<file path="config.mk">
export PLATFORM = sky130hd
export DESIGN_NAME = nco_phase_acc
export DESIGN_NICKNAME = d
export VERILOG_FILES = /design/src/rtl/nco_phase_acc.sv
export SDC_FILE = /design/constraint.sdc
export NUM_CORES = 1
export LEC_CHECK = 0
export CORE_MARGIN = 1.5
export CORE_UTILIZATION = 55
export CTS_BUF_LIST = sky130_fd_sc_hd__clkbuf_16
export CTS_CLUSTER_DIAMETER = 40
export DETAILED_ROUTE_END_ITERATION = 10
export PLACE_DENSITY = 0.9
export SLEW_MARGIN = 25
export SYNTH_ARGS = -nofsm -noshare
export SYNTH_HDL_FRONTEND = slang
export SYNTH_SLANG_ARGS = --single-unit
</file>
<file path="constraint.sdc">
create_clock -name clk -period 11.25 [get_ports clk]
set_input_delay 2.25 -clock clk [delete_from_list [all_inputs] [get_ports clk]]
set_output_delay 2.25 -clock clk [all_outputs]
set_load 0.01 [all_outputs]
</file>
<file path="src/rtl/nco_phase_acc.sv">
// nco_phase_acc: NCO phase accumulator driving the wave-table address.
// Accumulates a double-buffered tuning word on each sample tick, adds a
// phase offset, and registers the truncated A-bit address with valid/wrap.
// Optional build macro: NCO_PHASE_DITHER_EN adds LFSR dither below the
// address LSB before truncation.
module nco_phase_acc #(
  parameter int unsigned W = 32,
  parameter int unsigned A = 8
) (
  input  logic         clk,
  input  logic         rst,
  input  logic         en,
  input  logic [W-1:0] ftw_in,
  input  logic         ftw_load,
  input  logic [A-1:0] off_in,
  input  logic         off_load,
  input  logic         sync_clr,
  output logic [A-1:0] address,
  output logic         valid,
  output logic         wrap,
  output logic [W-1:0] ftw_active
);

  logic [W-1:0] acc;
  logic [W-1:0] shadow;
  logic         pending;
  logic [A-1:0] off_reg;

  logic [W:0]   sum;
  logic         carry;
  logic [W-1:0] acc_next;
  logic [A-1:0] phase_top;
  logic [A-1:0] addr_next;

`ifdef NCO_PHASE_DITHER_EN
  localparam int unsigned DW = W - A;
  localparam logic [W-1:0] DMASK = (W'(1) << DW) - W'(1);

  logic [15:0]  lfsr;
  logic         lfsr_fb;
  logic [W-1:0] dither;
  logic [W-1:0] dithered;

  // Dither value: low W-A bits of the LFSR, confined below the address LSB
  always_comb begin
    lfsr_fb  = lfsr[0] ^ lfsr[2] ^ lfsr[3] ^ lfsr[5];
    dither   = W'(lfsr) & DMASK;
    dithered = acc_next + dither;
  end

  // Fibonacci LFSR x^16+x^14+x^13+x^11+1, one step per sample tick
  always_ff @(posedge clk or posedge rst) begin
    if (rst) begin
      lfsr <= 16'hACE1;
    end else if (en) begin
      lfsr <= {lfsr_fb, lfsr[15:1]};
    end
  end
`endif

  // Next accumulator value, carry-out and offset-adjusted address
  always_comb begin
    sum      = {1'b0, acc} + {1'b0, ftw_active};
    carry    = sum[W];
    acc_next = sync_clr ? '0 : sum[W-1:0];
`ifdef NCO_PHASE_DITHER_EN
    phase_top = dithered[W-1:W-A];
`else
    phase_top = acc_next[W-1:W-A];
`endif
    addr_next = phase_top + off_reg;
  end

  // Accumulator: advances on tick, sync_clr zeroes it with or without a tick
  always_ff @(posedge clk or posedge rst) begin
    if (rst) begin
      acc <= '0;
    end else if (en) begin
      acc <= acc_next;
    end else if (sync_clr) begin
      acc <= '0;
    end
  end

  // Registered outputs: address updates only on a tick; valid/wrap are pulses
  always_ff @(posedge clk or posedge rst) begin
    if (rst) begin
      address <= '0;
      valid   <= 1'b0;
      wrap    <= 1'b0;
    end else begin
      valid <= en;
      wrap  <= en & ~sync_clr & carry;
      if (en) begin
        address <= addr_next;
      end
    end
  end

  // FTW double buffer: the commit edge still adds the old word; a load on
  // the commit edge refills the shadow and keeps pending set
  always_ff @(posedge clk or posedge rst) begin
    if (rst) begin
      shadow     <= '0;
      pending    <= 1'b0;
      ftw_active <= '0;
    end else begin
      if (en && pending) begin
        ftw_active <= shadow;
      end
      if (ftw_load) begin
        shadow <= ftw_in;
      end
      pending <= ftw_load | (pending & ~en);
    end
  end

  // Phase offset register, captured immediately regardless of en
  always_ff @(posedge clk or posedge rst) begin
    if (rst) begin
      off_reg <= '0;
    end else if (off_load) begin
      off_reg <= off_in;
    end
  end

endmodule

</file>
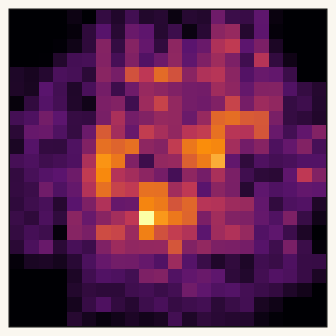
**Above:** run 1 (signal metal coverage by tile).
22 x 22 tiles, from black (low) to pale yellow (high), scaled to the fullest tile. Values are wire area over tile area, all layers added.
tiles over half the peak: 11%
mean over tiles: 0.19
densest ninth of the die: center
nearly empty tiles: 12%
fullest tile: 0.74

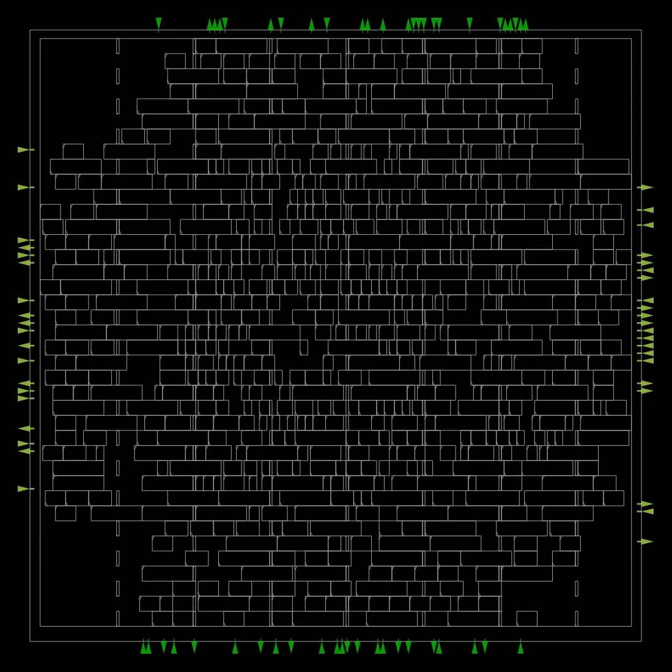
**Above:** run 1 (cell outlines without signal wires).
fraction of the core area covered by cells at the end of the flow: 69.1%
Non-Filler Instances: 820
Tapcells: 143

==> run notes, run 1 <==
Observations from the implementation run.

Run status:
- The run finished with clean final reports.

Finish:
- Counting only logic cells after layout, the most numerous master is sky130_fd_sc_hd__dfrtp_1.
- In the final layout, non-clock buffers account for 11.6% of the cell area.
- The run puts the fraction of area in clock buffers and inverters at under 10%.
- The top cell types in the final layout, fill and taps aside, are sky130_fd_sc_hd__dfrtp_1, sky130_fd_sc_hd__clkdlybuf4s50_1, sky130_fd_sc_hd__mux2_2.
- The run puts the total number of sequential cells at 115.
- In the final layout, multi-input gates take up 42.1% of the cell area.
- The layout summary lists the proportion of cells stronger than drive strength 1 as 17.9%.
- The run puts the total of clock buffers placed in the layout at 17.
- The run puts the relative area change from synthesis to final layout at 23.4%.

GRT:
- Entering global routing, the biggest net connects around 66 pins.
- The run puts the met2 global-route usage at a little over two fifths.
- In the global route stage, met1 resource usage came out at between 30% and 40%.
- The run gives the overflow left after global routing as 0.
- The run gives the most utilized layer in the global route result as met2.

Job:
- Across the run, the number of max-cap violations was 0.

Min path:
- The run gives the worst hold path stage count as 1.
- STA lists the startpoint of the worst hold path as shadow[13].
- The run gives the type of the tightest min-delay check as flip-flop to flip-flop.

Timing:
- The run puts the final setup violation count at 0.
- The run gives the final critical path time including I/O delays and setup as 4970 ps.
- The run gives the number of hold violations in the final report as 0.
- The transition time recorded at the tightest slew-check pin is between 900 and 1000 ps.
- The run gives the final worst clock skew as around 8.5 ps.
- Pins over their slew limit in the final report were tallied at 0.

Synthesis:
- The run gives the count of warnings emitted by yosys as 0.
- The most used flip-flop cell after synthesis is sky130_fd_sc_hd__dfrtp_1.
- The synthesis run identifies the leading combinational cell family as multiplexers.
- The run gives the fraction of registers with async set/reset as 100%.
- The run gives the number of nets produced by synthesis as 664.
- The run puts the total cell area reported by yosys after synthesis at 6340 sq um.
- The run puts the register bit count reported by yosys at approximately 120.
- For reference, compound AND-OR and OR-AND cells occupy between 10% and 20% of the area reported after synthesis.
- The run gives the biggest area consumer among synthesized cells as sky130_fd_sc_hd__dfrtp_1.
- The run puts the adder and majority cell fraction of the synthesized area at 8.29%.
- The run puts the proportion of netlist area held by the largest area contributor at 45.4%.
- The run gives the post-synthesis average cell area as 11.0 sq um.

Worst setup path:
- Looking at the critical path, the highest net fanout was 4.
- The run gives the arrival time of data at the critical path endpoint as 5300 ps.
- The run gives the flop-to-flop setup slack as 6280 ps.
- STA classifies the critical path endpoint as a flip-flop.
- The timing report notes that buffer and inverter cells on the critical path total 1.
- Per STA, the worst path accumulates the most delay in the family AND-OR/OR-AND gates.
- The run puts the critical path required time at approximately 12000 ps.

Route:
- The run gives the length of the first detailed-routing pass in iterations as 6.
- The run puts the number of design-rule violations left by the first detailed-router iteration at 255.
- The run puts the DRC violations left at 0.
- The run gives the routed wire length as 14.1 mm.

Power:
- The power report lists cell-internal power as approximately 1.1 mW.
- The run gives the overall power as 1.75 mW.
- The run puts the proportion of total power due to net switching at between 30% and 40%.
- The power report attributes to the sequential group a share of 32.1%.
- The run puts the worst ir drop on vdd at about 0.00015 V.

Placement:
- The run gives the final weighted congestion of routability-driven global placement as 0.845.
- The run puts the worst-case setup slack after placement at 6090 ps.
- The run gives the placed wire-length estimate after detailed placement as 9.81 mm.
- The number of placed instances, taps included, is 791.

Floorplan:
- The run gives the overall die width as 110 microns.

Clock network:
- The CTS log lists the clock sinks for this run as 115.
- The skew report gives the latency at the later pin of the worst-skew pair as 420 ps.
- TritonCTS built the clock tree.
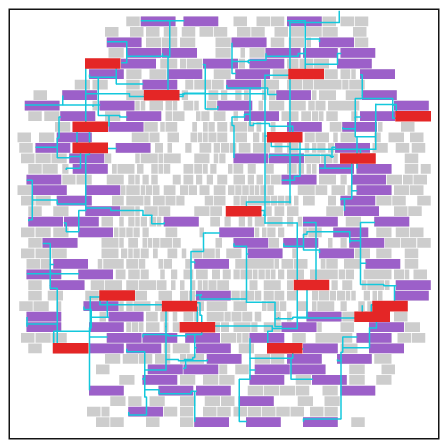
**Above:** run 1 (clock network drawn from the DEF).
legend:
  cyan:
    item: clock wires
    length: 1470 microns
  purple:
    item: flip-flops
    count: 115
  red:
    item: cells driving clock nets
    count: 17
flops lie: spread over the die
routed clock nets: 18

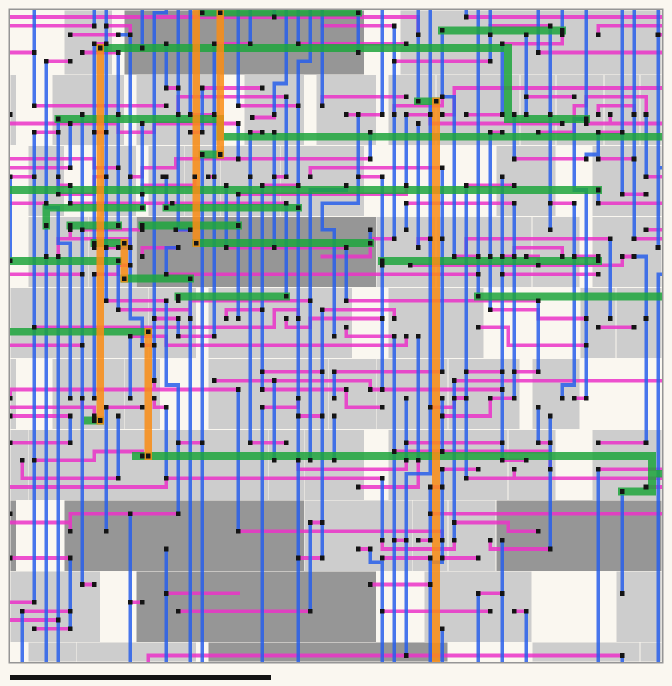
**Above:** run 1 (zoomed window).
Scale bar: 10 microns. Window x 43 to 68, y 21 to 46 microns. Cells in gray, sequential cells in the stronger gray; small squares are vias.
legend:
  magenta:
    layer: met1
  orange:
    layer: met4
  blue:
    layer: met2
  green:
    layer: met3
most frequent: nand2_1 (6), ha_1 (5), dfrtp_1 (5)
sequential cells in the window: 5
netlist names of flops here include: acc (3)
cells with their middle in the window: 55

==> run 2, diff against run 1 <==
==> constraint.sdc (replaced) <==
create_clock -name clk -period 5.05 [get_ports clk]
set_input_delay 1.01 -clock clk [delete_from_list [all_inputs] [get_ports clk]]
set_output_delay 1.01 -clock clk [all_outputs]
set_load 0.01 [all_outputs]
==> run notes, run 2 <==
Observations from the implementation run.

Floorplan:
- The run puts the top-level I/O count at 88.
- The overall die width was 110 microns (unchanged).
- The run puts the cell row count at 39.
- The run gives the initial cell density of the core as 56.0%.
- The run gives the count of inserted tapcells as 143 (unchanged).
- The run gives the overall die height as 110 microns.
- The run gives the core area as roughly 11000 sq um.

GRT:
- The run gives the global-route wire length before repair as roughly 24 mm.
- The run puts the largest net degree at the start of global routing at 48 (-27%).
- The overflow left after global routing came to 0 (unchanged).
- The run puts the met3 track demand over resource at 6.58%.
- The run gives the most utilized layer in the global route result as met2.
- The run puts the number of antenna violations at the first check in global routing at 0.
- The run puts the routing usage on met1 at 32.7% (+1.9 points).
- The number of global-route vias before repair is between 5000 and 6000.
- The met2 global-route usage was 42.8% (+0.62 points).

Route:
- The run gives the sum of routed wire segments on met1 as 6.29 mm.
- The run puts the length of the first detailed-routing pass in iterations at 5 (-1).
- The run puts the met2 wirelength from detailed routing at 7.11 mm.
- The run gives the number of design-rule violations left by the first detailed-router iteration as 289 (+13%).
- In this run the top signal layer used is met4.
- Detailed routing placed a total of 841 microns of wire on met3.
- The run puts the DRC violations left at 0 (unchanged).

Synthesis:
- The run puts the number of nets produced by synthesis at 664 (unchanged).
- The run puts the sequential area share after synthesis at roughly 45%.
- Summing every instance area after synthesis gives about 6300 sq um.
- The register bit count reported by yosys was 115 (unchanged).
- The number of different library cells used by synthesis comes to roughly 60.
- The run gives the most popular library cell in the synthesized design by count as sky130_fd_sc_hd__dfrtp_1.
- The total cell area reported by yosys after synthesis came to 6340 sq um (unchanged).
- Among the non-sequential cells, multiplexers take the most area.
- The synthesis report lists the most area-consuming cells as sky130_fd_sc_hd__dfrtp_1, sky130_fd_sc_hd__mux2_2, sky130_fd_sc_hd__ha_1.
- The run gives the number of instances in the synthesized netlist as approximately 580.
- The run puts the mux share of post-synthesis cell area at 15.7%.
- The run gives the primary flip-flop cell chosen by synthesis mapping as sky130_fd_sc_hd__dfrtp_1.
- Yosys reports that the most numerous cell types are sky130_fd_sc_hd__dfrtp_1, sky130_fd_sc_hd__mux2_2, sky130_fd_sc_hd__nor2_1.
- The adder and majority cell fraction of the synthesized area came to 8.29% (unchanged).
- The run puts the post-synthesis share of cell area spent on and, or, nand and nor gates at a little over a tenth.
- The run gives the proportion of netlist area held by the largest area contributor as 45.4% (unchanged).
- The run puts the AND-OR/OR-AND share of the synthesized area at 13.7% (unchanged).
- The run gives the biggest area consumer among synthesized cells as sky130_fd_sc_hd__dfrtp_1.
- The run gives the post-synthesis average cell area as 11.0 sq um (unchanged).
- In this run, the synthesized area fraction spent on xor and xnor cells is recorded as approximately 3.4%.
- The run gives the count of warnings emitted by yosys as 0 (unchanged).
- Counting flops with a built-in enable in the synthesized netlist gives 0.
- The run gives the fraction of registers with async set/reset as 100% (unchanged).

Finish:
- In the layout the commonest cells are sky130_fd_sc_hd__dfrtp_1, sky130_fd_sc_hd__clkdlybuf4s50_1, sky130_fd_sc_hd__mux2_2.
- For the completed layout, the total cell area is recorded as 8020 sq um.
- The run puts the non-clock buffer share of cell area at 11.4% (-0.19 points).
- The run puts the multi-input combinational cell area at 3290 sq um.
- Among all cell classes, the greatest summed area belongs to logic gates.
- The layout cell share with drive strength beyond 1 is 18.6% (+0.78 points).
- The combinational share of cell area is 41.1% (-1.0 points).
- The run gives the total of clock buffers placed in the layout as 17 (unchanged).
- The post-route core utilization is 70.8% (+1.7 points).
- The run gives the non-clock inverter instance count of the final layout as 22.
- In this run the layout overhead on the synthesized area is reported as 26.5%.
- The fraction of area in clock buffers and inverters came to 8.29% (+2.2 points).
- The run gives the number of multi-input logic gates as between 400 and 500.
- The run puts the layout buffer count excluding clock buffers at 93.
- The run gives the total number of sequential cells as 115 (unchanged).
- The largest registers in the layout are acc: 32 flops, ftw_active: 32 flops, shadow: 32 flops.
- The run puts the final-layout fill cell count at approximately 800.
- The run gives the most instantiated logic cell after routing as sky130_fd_sc_hd__dfrtp_1.
- The run puts the final standard cell count with taps included and fillers excluded at 824 (+0.49%).
- The final antenna diode tally reported by the flow is 0.
- In the final layout, flip-flops and latches take up 35.9% of the cell area.
- The run gives the number of nets in the finished design as 754.

Worst setup path:
- The critical path goes through ha_1 -> a21o_1 -> a311oi_2 -> a21oi_1 -> or3_4 -> a211oi_1 -> o21bai_1 -> a31oi_1 -> xor2_1 -> nor2_1 -> ha_1 -> a21o_1 -> a21o_1 -> a21o_1 -> a21o_1 -> nor2_1 -> o41ai_1 -> a21oi_1 -> xnor3_1 -> a21oi_1.
- The run gives the endpoint of the worst setup timing path as address[7].
- Logic depth along the worst register-to-register path is recorded as 20.
- The maximum fanout encountered on the critical timing path was 7 (+3).
- The run gives the kind of capture point of the worst setup path as a flip-flop.
- The run puts the stage delay of the slowest cell on the critical path at 420 ps.
- The run puts the arrival time of data at the critical path endpoint at 5050 ps (-250 ps).
- The run gives the number of buffer and inverter instances along the worst setup path as 0 (-1).
- The critical path required time was 5390 ps (-6190 ps).
- The run gives the critical path's most frequent cell as sky130_fd_sc_hd__a21o_1.
- The run gives the flop-to-flop setup slack as 340 ps (-5940 ps).
- The run gives the type of the worst setup path as flip-flop to flip-flop.
- The run gives the nature of the critical path startpoint as a flip-flop.
- The run gives the critical path's slowest cell as sky130_fd_sc_hd__or3_4.
- On the critical path the largest part of the delay comes from AND-OR/OR-AND gates.
- The worst register-to-register path ends at address[7].
- The run puts the total number of cells along the worst setup path at 20.
- The run gives the beginning of the worst register-to-register path as ftw_active[8].
- In this run the worst setup path begins at ftw_active[8].

Timing:
- Setup repair after global routing left no endpoint under its margin.
- The final worst clock skew came to 6.59 ps (-1.89 ps).
- The run puts the final-layout worst hold slack at 479 ps.
- The run gives the headroom to the max-slew limit as 41.5%.
- The run gives the final-report max-slew violation count as 0 (unchanged).
- The run puts the aggregate negative setup slack at 0 ps.
- The run gives the fmax as ~210 MHz.
- The number of hold violations in the final report is 0 (unchanged).
- In the finished design, the share of the clock period the worst path needs comes to 93.3%.
- The run puts the final critical path time including I/O delays and setup at 4710 ps (-258 ps).
- The slew at the pin with the worst max-slew slack came to 874 ps (-29.9 ps).
- The run puts the minimum setup slack in the final design at ~340 ps.
- The run gives the final setup violation count as 0 (unchanged).

Clock network:
- TritonCTS built the clock tree.
- Per the CTS log, the root buffer master is sky130_fd_sc_hd__clkbuf_16.
- The run puts the maximum buffer depth of the clock tree at 2.
- The run gives the cell resize tally after clock tree synthesis as 0.
- The run puts the H-tree depth at 4.
- The CTS sink count was 115 (unchanged).
- The run puts the clock latency at the later pin of the worst-skew pair at 420 ps (about the same).
- The number of hold buffers added after CTS was 0.
- The run gives the number of CTS-inserted buffers as 17.
- Per the post-CTS timing run, clock transition at the registers of the reported paths is 60 ps.
- The run puts the number of setup buffers added after CTS at 0.

Job:
- The number of maximum-capacitance violations came to 0 (unchanged).
- The run puts the count of warning messages emitted by the tools at 26.

Min path:
- STA shows the worst min-delay path finishing at pending.
- The run puts the worst hold path stage count at 1 (unchanged).
- The run gives the type of the tightest min-delay check as flip-flop to flip-flop.
- The run gives the hold path startpoint as pending.

Placement:
- The placed instances occupy a cell area of 7350 sq um.
- The placed cell count is 792 (+0.13%).
- The run gives the worst-case setup slack after placement as 364 ps (-5730 ps).
- The run gives the placed wire-length estimate after detailed placement as 10.1 mm (+2.7%).
- The run puts the final weighted congestion of routability-driven global placement at 0.916 (+8.4%).

Power:
- The internal power of the cells came to 2.83 mW (+150%).
- The run gives the proportion of total power due to net switching as 33.8% (-1.9 points).
- The overall power is 4.27 mW (+140%).
- In the power breakdown, the biggest contributor is combinational logic.
- The run puts the power per cell area at between 500 and 600 nW/um^2.
- The worst ir drop on vdd came to 0.000430 V (+180%).
- The clock network power reported by the tool is 1.35 mW.
- In this run, power in flip-flops and latches comes to 1.25 mW.
- The run puts the total net switching power at 1.44 mW.
- The run gives the sequential share of power as 29.3% (-2.8 points).
- The run gives the power share of the combinational group as 39.0%.
- The run puts the combinational gate power at 1.67 mW.
- Per the OpenROAD power report, leakage power amounts to 3.63 nW.
- The share of total power dissipated in the clock network is 31.7%.

Run status:
- The flow ran to the end, and the final reports show no timing, DRC or antenna violations.
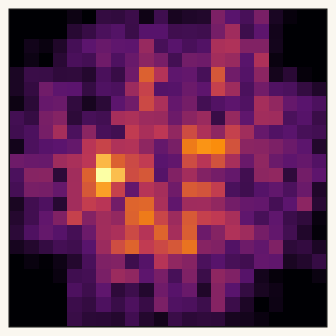
**Above:** run 2 (signal metal coverage by tile).
22 x 22 tiles, from black (low) to pale yellow (high), scaled to the fullest tile. Values are wire area over tile area, all layers added.
Routed WL: 14.6 mm
WL per Instance: 17.7 microns
total routing resource utilization after global routing: 26.0%
routed via count: 4905

==> run 3, diff against run 2 <==
--- a/config.mk
+++ b/config.mk
@@ -11,7 +11,7 @@
 export CTS_CLUSTER_DIAMETER = 40
 export DETAILED_ROUTE_END_ITERATION = 10
 export PLACE_DENSITY = 0.9
-export SLEW_MARGIN = 25
+export SLEW_MARGIN = 20
 export SYNTH_ARGS = -nofsm -noshare
 export SYNTH_HDL_FRONTEND = slang
 export SYNTH_SLANG_ARGS = --single-unit
==> run notes, run 3 <==
Observations from the implementation run.

Placement:
- The run gives the worst-case setup slack after placement as 364 ps (unchanged).
- The run puts the total cell area at the placement stage at 7350 sq um (unchanged).

Finish:
- The run gives the fraction of area in clock buffers and inverters as 8.29% (unchanged).
- The total number of sequential cells was 115 (unchanged).
- The run puts the layout cell share with drive strength beyond 1 at 18.6% (unchanged).
- In the layout the commonest cells are sky130_fd_sc_hd__dfrtp_1, sky130_fd_sc_hd__clkdlybuf4s50_1, sky130_fd_sc_hd__mux2_2.
- The largest cell class by area is logic gates.
- The run gives the non-clock buffer share of cell area as 11.4% (unchanged).
- The run puts the total non-filler cell area in the finished layout at 8020 sq um (unchanged).
- The combinational share of cell area came to 41.1% (unchanged).
- The run gives the number of multi-input logic gates as 419 (unchanged).
- The run gives the number of antenna cells inserted as 0 (unchanged).

Worst setup path:
- The cell family contributing the most delay on the critical path is AND-OR/OR-AND gates.
- The total number of cells along the worst setup path is 20 (unchanged).
- The worst setup path is launched from a flip-flop.
- The flop-to-flop setup slack was 340 ps (about the same).
- The timing report shows the most common cell along the critical path to be sky130_fd_sc_hd__a21o_1.
- The critical path in this run is classified as flip-flop to flip-flop.
- The number of buffer and inverter instances along the worst setup path is 0 (unchanged).

Route:
- The run gives the met2 wirelength from detailed routing as 7.11 mm (unchanged).
- The met3 routed wirelength was 841 microns (unchanged).
- The total via count after detailed routing is 4905 (unchanged).

Synthesis:
- The run puts the register bit count reported by yosys at 115 (unchanged).
- The run gives the number of instances in the synthesized netlist as 578 (unchanged).
- The synthesis report lists the most area-consuming cells as sky130_fd_sc_hd__dfrtp_1, sky130_fd_sc_hd__mux2_2, sky130_fd_sc_hd__ha_1.
- The run puts the area fraction in xor and xnor cells at 3.40% (unchanged).
- The run puts the total cell area reported by yosys after synthesis at 6340 sq um (unchanged).
- The run gives the prevailing logic family in the synthesized netlist as multiplexers.
- The synthesis report names the predominant flop master as sky130_fd_sc_hd__dfrtp_1.
- Among all cell types in the netlist, the one instantiated most often is sky130_fd_sc_hd__dfrtp_1.
- The adder and majority cell fraction of the synthesized area came to 8.29% (unchanged).
- The run gives the sequential area share after synthesis as 45.4% (unchanged).

GRT:
- The met2 global-route usage came to 42.8% (unchanged).
- The run gives the routing usage on met1 as 32.7% (unchanged).
- The run gives the met3 track demand over resource as 6.58% (unchanged).
- Global routing put the most usage on met2.
- The largest net degree at the start of global routing was 48 (unchanged).
- The run puts the overflow left after global routing at 0 (unchanged).
- The number of global-route vias before repair is 5012 (unchanged).

Timing:
- The run gives the final-layout worst hold slack as 479 ps (unchanged).
- The run gives the minimum setup slack in the final design as 340 ps (unchanged).
- The run puts the slew at the pin with the worst max-slew slack at 874 ps (unchanged).
- The run gives the final-report max-slew violation count as 0 (unchanged).
- The run gives the aggregate negative setup slack as 0 ps (unchanged).

Clock network:
- The run puts the cell resize tally after clock tree synthesis at 0 (unchanged).
- TritonCTS built the clock tree.
- The run puts the maximum buffer depth of the clock tree at 2 (unchanged).

Min path:
- The run puts the worst hold path stage count at 1 (unchanged).

Floorplan:
- The count of inserted tapcells is 143 (unchanged).
- The run puts the overall die width at 110 microns (unchanged).
- The top-level I/O count is 88 (unchanged).
- The run gives the initial cell density of the core as 56.0% (unchanged).
- The run puts the cell row count at 39 (unchanged).

Power:
- The run puts the worst ir drop on vdd at 0.000430 V (unchanged).
- The total net switching power is 1.44 mW (unchanged).
- The overall power came to 4.27 mW (unchanged).
- The combinational gate power is 1.67 mW (about the same).
- The run puts the sequential power at 1.25 mW (about the same).
- The run gives the power per cell area as 533 nW/um^2 (unchanged).
- The share of power burned in the clock network came to 31.7% (about the same).
- The proportion of total power due to net switching is 33.8% (unchanged).

Run status:
- The run finished with clean final reports.
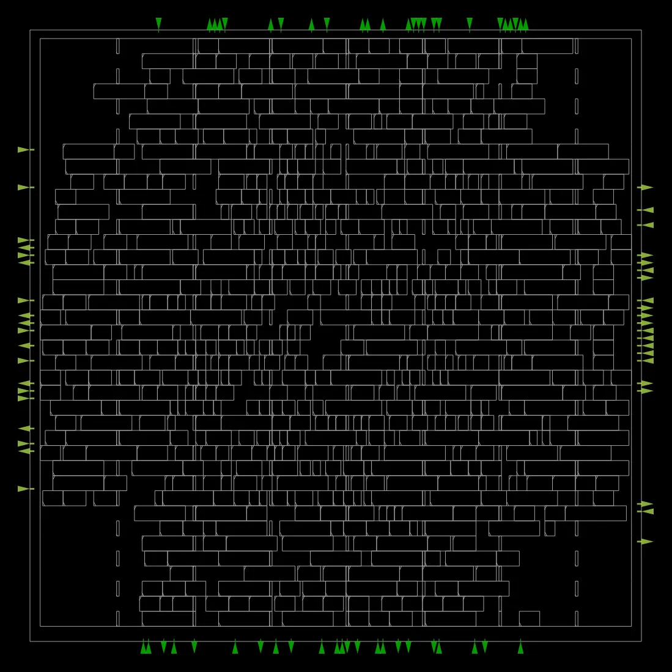
**Above:** run 3 (cell outlines without signal wires).
core outline area: 11300 sq um
register fraction of the total cell area: 35.9%
fraction of the core area covered by cells at the end of the flow: 70.8%

Power figures rest on the tool's default switching activity, not on a simulated workload.
